Fig. 1: supply network
Bar = 100 µm. Pins as bars on the die edge.
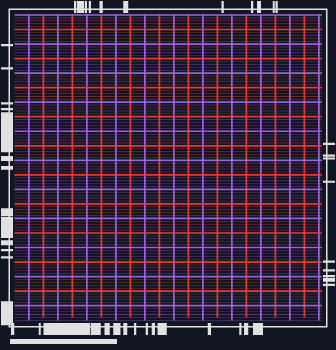
Fig. 2: placed cells, one colour a class
Fill, decap, tap and diode cells in grey.
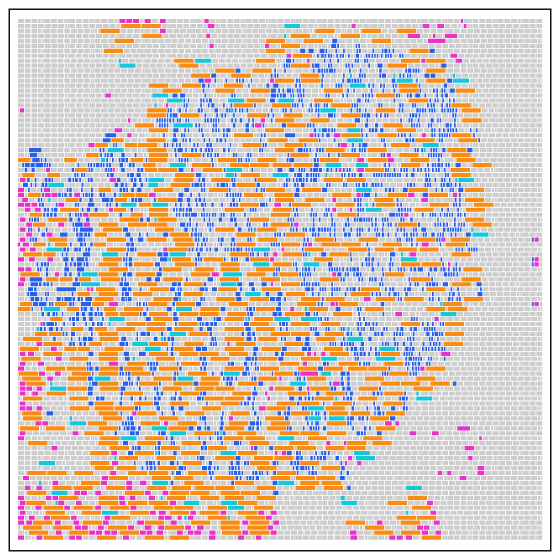
$ cat config.mk
export PLATFORM = sky130hd
export DESIGN_NAME = hsv_core_mem_issue_flat
export DESIGN_NICKNAME = d
export VERILOG_FILES = /design/src/rtl/hsv_core_mem_issue_if.sv /design/src/rtl/hsv_core_mem_issue.sv /design/src/flat_wrapper.sv
export SDC_FILE = /design/constraint.sdc
export NUM_CORES = 1
export LEC_CHECK = 0
export ABC_AREA = 1
export ABC_CLOCK_PERIOD_IN_PS = 4400
export CORE_MARGIN = 4
export CORE_UTILIZATION = 35
export DETAILED_ROUTE_END_ITERATION = 6
export GPL_TIMING_DRIVEN = 0
export SKIP_CTS_REPAIR_TIMING = 1
export SYNTH_ARGS = -nofsm -noshare
export SYNTH_HDL_FRONTEND = slang
export SYNTH_SLANG_ARGS = --single-unit
$ cat constraint.sdc
create_clock -name clk_core -period 4.4 [get_ports clk_core]
set_input_delay 0.66 -clock clk_core [delete_from_list [all_inputs] [get_ports clk_core]]
set_output_delay 0.66 -clock clk_core [all_outputs]
set_load 0.01 [all_outputs]
$ cat src/rtl/hsv_core_mem_issue_if.sv
// ---------------------------------------------------------------------------
// hsv_core_mem_issue_if
//   Bundles the request handshake from the core and the three outgoing
//   memory-bus channels (AR, AW, W) of the memory issue unit.
//
//   master : the issue unit. Accepts requests, drives the bus channels.
//   slave  : the environment. Presents requests, accepts the bus channels.
//
//   Request side : req_valid/req_ready, req_addr, req_write, req_wdata,
//                  req_wstrb, req_is_memory, req_misaligned, req_fence,
//                  req_commit_head
//   Read address : ar_valid, ar_addr, ar_ready
//   Write address: aw_valid, aw_addr, aw_ready
//   Write data   : w_valid, w_data, w_strb, w_ready
// ---------------------------------------------------------------------------
interface hsv_core_mem_issue_if #(
  parameter int DATA_WIDTH = 32,
  parameter int ADDR_WIDTH = 32
);
  logic                    req_valid;
  logic                    req_ready;
  logic [ADDR_WIDTH-1:0]   req_addr;
  logic                    req_write;
  logic [DATA_WIDTH-1:0]   req_wdata;
  logic [DATA_WIDTH/8-1:0] req_wstrb;
  logic                    req_is_memory;
  logic                    req_misaligned;
  logic                    req_fence;
  logic                    req_commit_head;

  logic                    ar_valid;
  logic [ADDR_WIDTH-1:0]   ar_addr;
  logic                    ar_ready;

  logic                    aw_valid;
  logic [ADDR_WIDTH-1:0]   aw_addr;
  logic                    aw_ready;

  logic                    w_valid;
  logic [DATA_WIDTH-1:0]   w_data;
  logic [DATA_WIDTH/8-1:0] w_strb;
  logic                    w_ready;

  modport master (
    input  req_valid, req_addr, req_write, req_wdata, req_wstrb,
           req_is_memory, req_misaligned, req_fence, req_commit_head,
    output req_ready,
    output ar_valid, ar_addr,
    input  ar_ready,
    output aw_valid, aw_addr,
    input  aw_ready,
    output w_valid, w_data, w_strb,
    input  w_ready
  );

  modport slave (
    output req_valid, req_addr, req_write, req_wdata, req_wstrb,
           req_is_memory, req_misaligned, req_fence, req_commit_head,
    input  req_ready,
    input  ar_valid, ar_addr,
    output ar_ready,
    input  aw_valid, aw_addr,
    output aw_ready,
    input  w_valid, w_data, w_strb,
    output w_ready
  );
endinterface

$ cat src/rtl/hsv_core_mem_issue.sv
// ---------------------------------------------------------------------------
// hsv_core_mem_issue
//   Issues core load/store requests onto AR/AW/W channels. Tracks
//   outstanding reads and writes in per-direction address FIFOs so that a
//   read never overtakes a write to the same word (and vice versa), gates
//   speculative memory writes on credits granted by commit, and implements
//   fence (wait for quiescence) and flush/drain handling.
//
//   Ports
//     clk_core        sole clock
//     rst_core        synchronous active-high reset
//     flush           drop the head request, return the FSM to RUN
//     flush_req       a flush is pending: stop reads, writes only on credit
//     rd_retire       oldest outstanding read completed
//     wr_retire       oldest outstanding write completed
//     write_credit    commit grants one memory-write credit
//     pending_reads   number of outstanding reads
//     pending_writes  number of outstanding writes
//     busy            any entry outstanding or any channel valid
//     bus             request handshake + AR/AW/W channels (master side)
//
//   DATA_WIDTH must be 32 or 64; PENDING_DEPTH a power of two, >= 2.
// ---------------------------------------------------------------------------
module hsv_core_mem_issue #(
  parameter int DATA_WIDTH    = 32,
  parameter int ADDR_WIDTH    = 32,
  parameter int PENDING_DEPTH = 8
) (
  input  logic                            clk_core,
  input  logic                            rst_core,
  input  logic                            flush,
  input  logic                            flush_req,
  input  logic                            rd_retire,
  input  logic                            wr_retire,
  input  logic                            write_credit,
  output logic [$clog2(PENDING_DEPTH):0]  pending_reads,
  output logic [$clog2(PENDING_DEPTH):0]  pending_writes,
  output logic                            busy,
  hsv_core_mem_issue_if.master            bus
);

  localparam int PTR_W = $clog2(PENDING_DEPTH);
  localparam int CNT_W = PTR_W + 1;
  localparam int CR_W  = PTR_W + 3;
  localparam int OFF_W = $clog2(DATA_WIDTH / 8);

  localparam logic [ADDR_WIDTH-1:0] OFF_MASK = ADDR_WIDTH'((1 << OFF_W) - 1);
  localparam logic [PTR_W-1:0]      PTR_ONE  = PTR_W'(1);
  localparam logic [CNT_W-1:0]      CNT_ONE  = CNT_W'(1);
  localparam logic [CNT_W-1:0]      CNT_FULL = CNT_W'(PENDING_DEPTH);

  localparam logic signed [CR_W-1:0] CR_ZERO = '0;
  localparam logic signed [CR_W-1:0] CR_ONE  = CR_W'(1);
  localparam logic signed [CR_W-1:0] CR_MAX  = {1'b0, {(CR_W-1){1'b1}}};
  localparam logic signed [CR_W-1:0] CR_MIN  = {1'b1, {(CR_W-1){1'b0}}};

  typedef enum logic [1:0] {
    RUN   = 2'd0,
    FENCE = 2'd1,
    DRAIN = 2'd2
  } state_e;

  // Occupancy update: simultaneous push and pop cancel out.
  function automatic logic [CNT_W-1:0] cnt_next(input logic [CNT_W-1:0] cnt,
                                                input logic             push,
                                                input logic             pop);
    logic [CNT_W-1:0] nxt;
    nxt = cnt;
    if (push && !pop) nxt = cnt + CNT_ONE;
    else if (pop && !push) nxt = cnt - CNT_ONE;
    return nxt;
  endfunction

  // Saturating credit update in both directions.
  function automatic logic signed [CR_W-1:0] credit_next(input logic signed [CR_W-1:0] cur,
                                                         input logic                   inc,
                                                         input logic                   dec);
    logic signed [CR_W-1:0] nxt;
    nxt = cur;
    if (inc && !dec && (cur != CR_MAX)) nxt = cur + CR_ONE;
    else if (dec && !inc && (cur != CR_MIN)) nxt = cur - CR_ONE;
    return nxt;
  endfunction

  state_e state_q, state_d;

  // Control state (reset)
  logic                     ar_valid_q, aw_valid_q, w_valid_q;
  logic [PENDING_DEPTH-1:0] rd_vld_q, rd_vld_d, wr_vld_q, wr_vld_d;
  logic [PTR_W-1:0]         rd_wptr_q, rd_rptr_q, wr_wptr_q, wr_rptr_q;
  logic [CNT_W-1:0]         rd_cnt_q, rd_cnt_d, wr_cnt_q, wr_cnt_d;
  logic signed [CR_W-1:0]   credit_q, credit_d;

  // Data state (no reset; only observed under the matching valid)
  logic [ADDR_WIDTH-1:0]    rd_mem_q [PENDING_DEPTH];
  logic [ADDR_WIDTH-1:0]    wr_mem_q [PENDING_DEPTH];
  logic [ADDR_WIDTH-1:0]    ar_addr_q, aw_addr_q;
  logic [DATA_WIDTH-1:0]    w_data_q;
  logic [DATA_WIDTH/8-1:0]  w_strb_q;

  logic [ADDR_WIDTH-1:0]    waddr;
  logic                     rd_hazard, wr_hazard;
  logic                     rd_pop, wr_pop, rd_room, wr_room;
  logic                     ar_free, aw_free, w_free;
  logic                     credit_pos, quiet;
  logic                     mem_req, fence_req, mis_ok;
  logic                     rd_ok, wr_ok, wr_ok_drain;
  logic                     issue_rd, issue_wr, req_ready_c;

  assign waddr = bus.req_addr & ~OFF_MASK;

  // Retires against an empty FIFO are dropped here, so counts never wrap.
  assign rd_pop = rd_retire && (rd_cnt_q != '0);
  assign wr_pop = wr_retire && (wr_cnt_q != '0);

  // A full FIFO still accepts a push in the cycle its oldest entry retires.
  assign rd_room = (rd_cnt_q != CNT_FULL) || rd_pop;
  assign wr_room = (wr_cnt_q != CNT_FULL) || wr_pop;

  assign ar_free = !ar_valid_q || bus.ar_ready;
  assign aw_free = !aw_valid_q || bus.aw_ready;
  assign w_free  = !w_valid_q  || bus.w_ready;

  assign credit_pos = credit_q > CR_ZERO;

  assign quiet = (rd_cnt_q == '0) && (wr_cnt_q == '0) &&
                 !ar_valid_q && !aw_valid_q && !w_valid_q;

  // Ordering hazard: compare against registered entries only, so an access
  // blocked by a same-word entry issues the cycle after that entry retires.
  always_comb begin
    rd_hazard = 1'b0;
    wr_hazard = 1'b0;
    for (int i = 0; i < PENDING_DEPTH; i++) begin
      if (wr_vld_q[i] && (wr_mem_q[i] == waddr)) rd_hazard = 1'b1;
      if (rd_vld_q[i] && (rd_mem_q[i] == waddr)) wr_hazard = 1'b1;
    end
  end

  assign mem_req   = bus.req_valid && !bus.req_fence && !bus.req_misaligned;
  assign fence_req = bus.req_valid && bus.req_fence;
  assign mis_ok    = bus.req_valid && !bus.req_fence && bus.req_misaligned;

  assign rd_ok = mem_req && !bus.req_write && ar_free && rd_room && !rd_hazard &&
                 (bus.req_is_memory || bus.req_commit_head);

  assign wr_ok = mem_req && bus.req_write && aw_free && w_free && wr_room && !wr_hazard &&
                 (bus.req_commit_head || (bus.req_is_memory && credit_pos));

  // While draining, even commit-head writes wait for a positive credit.
  assign wr_ok_drain = wr_ok && credit_pos;

  always_comb begin
    state_d     = state_q;
    issue_rd    = 1'b0;
    issue_wr    = 1'b0;
    req_ready_c = 1'b0;
    if (flush) begin
      state_d = RUN;
    end else begin
      unique case (state_q)
        RUN: begin
          if (flush_req) begin
            state_d     = DRAIN;
            issue_wr    = wr_ok_drain;
            req_ready_c = wr_ok_drain || mis_ok;
          end else if (fence_req) begin
            state_d = FENCE;
          end else begin
            issue_rd    = rd_ok;
            issue_wr    = wr_ok;
            req_ready_c = rd_ok || wr_ok || mis_ok;
          end
        end
        FENCE: begin
          if (flush_req) begin
            state_d = DRAIN;
          end else if (quiet) begin
            req_ready_c = 1'b1;
            state_d     = RUN;
          end
        end
        DRAIN: begin
          issue_wr    = wr_ok_drain;
          req_ready_c = wr_ok_drain || mis_ok;
        end
        default: state_d = RUN;
      endcase
    end
  end

  always_comb begin
    rd_vld_d = rd_vld_q;
    wr_vld_d = wr_vld_q;
    if (rd_pop)   rd_vld_d[rd_rptr_q] = 1'b0;
    if (issue_rd) rd_vld_d[rd_wptr_q] = 1'b1;
    if (wr_pop)   wr_vld_d[wr_rptr_q] = 1'b0;
    if (issue_wr) wr_vld_d[wr_wptr_q] = 1'b1;
  end

  assign rd_cnt_d = cnt_next(rd_cnt_q, issue_rd, rd_pop);
  assign wr_cnt_d = cnt_next(wr_cnt_q, issue_wr, wr_pop);
  assign credit_d = credit_next(credit_q, write_credit, issue_wr && bus.req_is_memory);

  // ---- request decode / issue -> registered channel state ----
  always_ff @(posedge clk_core) begin
    if (rst_core) begin
      state_q    <= RUN;
      ar_valid_q <= 1'b0;
      aw_valid_q <= 1'b0;
      w_valid_q  <= 1'b0;
      rd_vld_q   <= '0;
      wr_vld_q   <= '0;
      rd_wptr_q  <= '0;
      rd_rptr_q  <= '0;
      wr_wptr_q  <= '0;
      wr_rptr_q  <= '0;
      rd_cnt_q   <= '0;
      wr_cnt_q   <= '0;
      credit_q   <= CR_ZERO;
    end else begin
      state_q  <= state_d;
      rd_vld_q <= rd_vld_d;
      wr_vld_q <= wr_vld_d;
      rd_cnt_q <= rd_cnt_d;
      wr_cnt_q <= wr_cnt_d;
      credit_q <= credit_d;
      if (issue_rd) rd_wptr_q <= rd_wptr_q + PTR_ONE;
      if (rd_pop)   rd_rptr_q <= rd_rptr_q + PTR_ONE;
      if (issue_wr) wr_wptr_q <= wr_wptr_q + PTR_ONE;
      if (wr_pop)   wr_rptr_q <= wr_rptr_q + PTR_ONE;

      // Issue only happens into a free slot, so a new beat never
      // overwrites one still waiting for its ready.
      if (issue_rd)          ar_valid_q <= 1'b1;
      else if (bus.ar_ready) ar_valid_q <= 1'b0;
      if (issue_wr)          aw_valid_q <= 1'b1;
      else if (bus.aw_ready) aw_valid_q <= 1'b0;
      if (issue_wr)          w_valid_q  <= 1'b1;
      else if (bus.w_ready)  w_valid_q  <= 1'b0;
    end
  end

  always_ff @(posedge clk_core) begin
    if (issue_rd) begin
      ar_addr_q           <= waddr;
      rd_mem_q[rd_wptr_q] <= waddr;
    end
    if (issue_wr) begin
      aw_addr_q           <= waddr;
      w_data_q            <= bus.req_wdata;
      w_strb_q            <= bus.req_wstrb;
      wr_mem_q[wr_wptr_q] <= waddr;
    end
  end

  assign bus.req_ready = req_ready_c;
  assign bus.ar_valid  = ar_valid_q;
  assign bus.ar_addr   = ar_addr_q;
  assign bus.aw_valid  = aw_valid_q;
  assign bus.aw_addr   = aw_addr_q;
  assign bus.w_valid   = w_valid_q;
  assign bus.w_data    = w_data_q;
  assign bus.w_strb    = w_strb_q;

  assign pending_reads  = rd_cnt_q;
  assign pending_writes = wr_cnt_q;
  assign busy           = (rd_cnt_q != '0) || (wr_cnt_q != '0) ||
                          ar_valid_q || aw_valid_q || w_valid_q;

endmodule

$ cat src/flat_wrapper.sv
// flat-port wrapper written by rule: the top's interface ports become plain ports
module hsv_core_mem_issue_flat 
#(
  parameter int DATA_WIDTH    = 32,
  parameter int ADDR_WIDTH    = 32,
  parameter int PENDING_DEPTH = 8
)
  (clk_core, rst_core, flush, flush_req, rd_retire, wr_retire, write_credit, pending_reads, pending_writes, busy, bus_req_valid, bus_req_addr, bus_req_write, bus_req_wdata, bus_req_wstrb, bus_req_is_memory, bus_req_misaligned, bus_req_fence, bus_req_commit_head, bus_req_ready, bus_ar_valid, bus_ar_addr, bus_ar_ready, bus_aw_valid, bus_aw_addr, bus_aw_ready, bus_w_valid, bus_w_data, bus_w_strb, bus_w_ready);
  hsv_core_mem_issue_if #(.DATA_WIDTH(DATA_WIDTH), .ADDR_WIDTH(ADDR_WIDTH)) bus_i ();
  input  logic clk_core;
  input  logic rst_core;
  input  logic flush;
  input  logic flush_req;
  input  logic rd_retire;
  input  logic wr_retire;
  input  logic write_credit;
  output logic [$clog2(PENDING_DEPTH):0] pending_reads;
  output logic [$clog2(PENDING_DEPTH):0] pending_writes;
  output logic busy;
  input wire logic [$bits(bus_i.req_valid)-1:0] bus_req_valid;
  input wire logic [$bits(bus_i.req_addr)-1:0] bus_req_addr;
  input wire logic [$bits(bus_i.req_write)-1:0] bus_req_write;
  input wire logic [$bits(bus_i.req_wdata)-1:0] bus_req_wdata;
  input wire logic [$bits(bus_i.req_wstrb)-1:0] bus_req_wstrb;
  input wire logic [$bits(bus_i.req_is_memory)-1:0] bus_req_is_memory;
  input wire logic [$bits(bus_i.req_misaligned)-1:0] bus_req_misaligned;
  input wire logic [$bits(bus_i.req_fence)-1:0] bus_req_fence;
  input wire logic [$bits(bus_i.req_commit_head)-1:0] bus_req_commit_head;
  output wire logic [$bits(bus_i.req_ready)-1:0] bus_req_ready;
  output wire logic [$bits(bus_i.ar_valid)-1:0] bus_ar_valid;
  output wire logic [$bits(bus_i.ar_addr)-1:0] bus_ar_addr;
  input wire logic [$bits(bus_i.ar_ready)-1:0] bus_ar_ready;
  output wire logic [$bits(bus_i.aw_valid)-1:0] bus_aw_valid;
  output wire logic [$bits(bus_i.aw_addr)-1:0] bus_aw_addr;
  input wire logic [$bits(bus_i.aw_ready)-1:0] bus_aw_ready;
  output wire logic [$bits(bus_i.w_valid)-1:0] bus_w_valid;
  output wire logic [$bits(bus_i.w_data)-1:0] bus_w_data;
  output wire logic [$bits(bus_i.w_strb)-1:0] bus_w_strb;
  input wire logic [$bits(bus_i.w_ready)-1:0] bus_w_ready;
  assign bus_i.req_valid = bus_req_valid;
  assign bus_i.req_addr = bus_req_addr;
  assign bus_i.req_write = bus_req_write;
  assign bus_i.req_wdata = bus_req_wdata;
  assign bus_i.req_wstrb = bus_req_wstrb;
  assign bus_i.req_is_memory = bus_req_is_memory;
  assign bus_i.req_misaligned = bus_req_misaligned;
  assign bus_i.req_fence = bus_req_fence;
  assign bus_i.req_commit_head = bus_req_commit_head;
  assign bus_req_ready = bus_i.req_ready;
  assign bus_ar_valid = bus_i.ar_valid;
  assign bus_ar_addr = bus_i.ar_addr;
  assign bus_i.ar_ready = bus_ar_ready;
  assign bus_aw_valid = bus_i.aw_valid;
  assign bus_aw_addr = bus_i.aw_addr;
  assign bus_i.aw_ready = bus_aw_ready;
  assign bus_w_valid = bus_i.w_valid;
  assign bus_w_data = bus_i.w_data;
  assign bus_w_strb = bus_i.w_strb;
  assign bus_i.w_ready = bus_w_ready;
  hsv_core_mem_issue #(.DATA_WIDTH(DATA_WIDTH), .ADDR_WIDTH(ADDR_WIDTH), .PENDING_DEPTH(PENDING_DEPTH)) u_core (.clk_core(clk_core), .rst_core(rst_core), .flush(flush), .flush_req(flush_req), .rd_retire(rd_retire), .wr_retire(wr_retire), .write_credit(write_credit), .pending_reads(pending_reads), .pending_writes(pending_writes), .busy(busy), .bus(bus_i));
endmodule
==> impl_metrics.env <==
# yosys + openroad results
export IMPL_crit_path_end="u_core.pending_reads[3]$_SDFFE_PP0P_"
export IMPL_clkSinkCount=623
export IMPL_final_common_cell="nand2_1"
export IMPL_drtIter0Drc=2835
export IMPL_post_dp_cell_area_um2=32200
export IMPL_met3_length_um=11200
export IMPL_drtAntennaViolNets=0
export IMPL_powerComb_mw=1.50
export IMPL_rows=105
export IMPL_top_area_cell="edfxtp_1"
export IMPL_finalPower_mw=14.0
export IMPL_setup_ws_ns=-0.123
export IMPL_syn_area_um2=29000
export IMPL_fp_utilization=0.353
export IMPL_clock_skew_ns=0.0524
export IMPL_worst_pin_slew_ns=1.42
export IMPL_simple_gate_area_frac=0.201
export IMPL_drv_slew=0
export IMPL_relSlewSlack=0.0516
export IMPL_placed_cells=4137
export IMPL_use_met1=0.330
export IMPL_async_reset_ff_frac=0
export IMPL_most_common_cell="nand2_1"
export IMPL_overflow=0
export IMPL_worstSetupStartpointType="primary input"
export IMPL_grt_use_met2=0.400
export IMPL_hpwl_um=71500
export IMPL_grt_pass1_vias=21000
export IMPL_synth_seq_share=0.629
export IMPL_synthAoiAreaFrac=0.0530
export IMPL_reg2reg_depth=21
export IMPL_numSynthFlops=623
export IMPL_seqPwrFrac=0.471
export IMPL_synth_area_per_cell_um2=10.1
export IMPL_outcome="finished with violations"
export IMPL_holdPathStages=1
export IMPL_rsz0062_at_grt="true"
export IMPL_grt_pass1_wl_um=153000
export IMPL_wl_met2_um=49600
export IMPL_synth_cell_types=54
export IMPL_fmax_mhz=221
export IMPL_chip_area_um2=87400
export IMPL_cp_startpoint="bus_req_addr[18]"
export IMPL_antenna_found_initial=6
export IMPL_m1WireLength_um=44000
export IMPL_tns_ns=-0.123
export IMPL_switching_share=0.262
export IMPL_powerClk_mw=5.92
export IMPL_p_comb_frac=0.107
export IMPL_min_path_type="in -> reg"
export IMPL_violations="negative setup slack"
export IMPL_end_kind="register"
export IMPL_min_to="u_core.bus.aw_addr[19]$_DFFE_PP_"
export IMPL_edf_count=576
export IMPL_num_io_pins=197
export IMPL_path_clk_slew_ns=0.06
export IMPL_via_count=22300
export IMPL_fin_cells=4276
export IMPL_gp_congestion=0.922
export IMPL_worst_hold_startpoint="bus_req_addr[19]"
export IMPL_path_class="in -> reg"
export IMPL_final_util=0.424
export IMPL_cts_buffers=73
export IMPL_regToRegSetupSlack_ns=0.41
export IMPL_tritoncts="yes"
export IMPL_routed_top_layer="met5"
export IMPL_root_buffer="clkbuf_16"
export IMPL_setup_viol=1
export IMPL_p_per_area_nw_per_um2=403
export IMPL_critPathMaxFanout=33
export IMPL_grt_busiest_layer="met2"
export IMPL_max_cap_violations=0
export IMPL_topCombFamilyByArea="simple AND/OR/NAND/NOR gates"
export IMPL_common_cells="nand2_1, edfxtp_1, inv_1, nor2_1, o21ai_0"
export IMPL_place_ws_ns=-2.78
export IMPL_r2r_start="u_core.state_q[1]$_SDFFE_PP0P_"
Back to the opening pictures, Fig. 1:
[purple] VSS
[red] VDD
met4 straps: 21
met1 rails: 106
met5 straps: 21
signal pins: 197
rows: 105
Die Span Y: 296 µm
peak supply drop: 0.441 mV
Core Area: 82100 µm²
Die Width: 296 µm

Back to the opening pictures, Fig. 2:
[magenta] remaining buffers and delay cells | cells: 292
[cyan] clock drivers and dummy loads | cells: 130
[orange] sequential cells | cells: 623
[blue] remaining logic cells | cells: 2159
fraction of area in registers: 0.523
post-route cell area: 34900 µm²

## critical path, cell delays in order
cell	delay, ns
clkbuf_4	0.40
inv_1	0.34
buf_2	0.34
o21ai_0	0.18
a21oi_1	0.06
nor3b_1	0.15
nand3_1	0.08
nor2_1	0.08
nor2_1	0.21
nand3_1	0.21
nor2_4	0.23
nand2_1	0.14
bufinv_8	0.39
ha_1	0.25
inv_1	0.09
ha_1	0.32
and3_1	0.19
a211oi_1	0.25
nor2_1	0.07
nor2_1	0.08
nand2_1	0.07
o21ai_0	0.15
a21oi_1	0.06
## final cells by class
class                   instances  area (µm²)
fillers                      7815       47300
flip-flops and latches        623       18200
multi-input cells            1837        8930
repair buffers                204        2090
clock buffers                  89        1900
well taps                    1070        1340
inverters                     321        1270
plain buffers                  88         694
clock inverters                41         382
repair inverters                1        11.3
diodes                          2        5.00
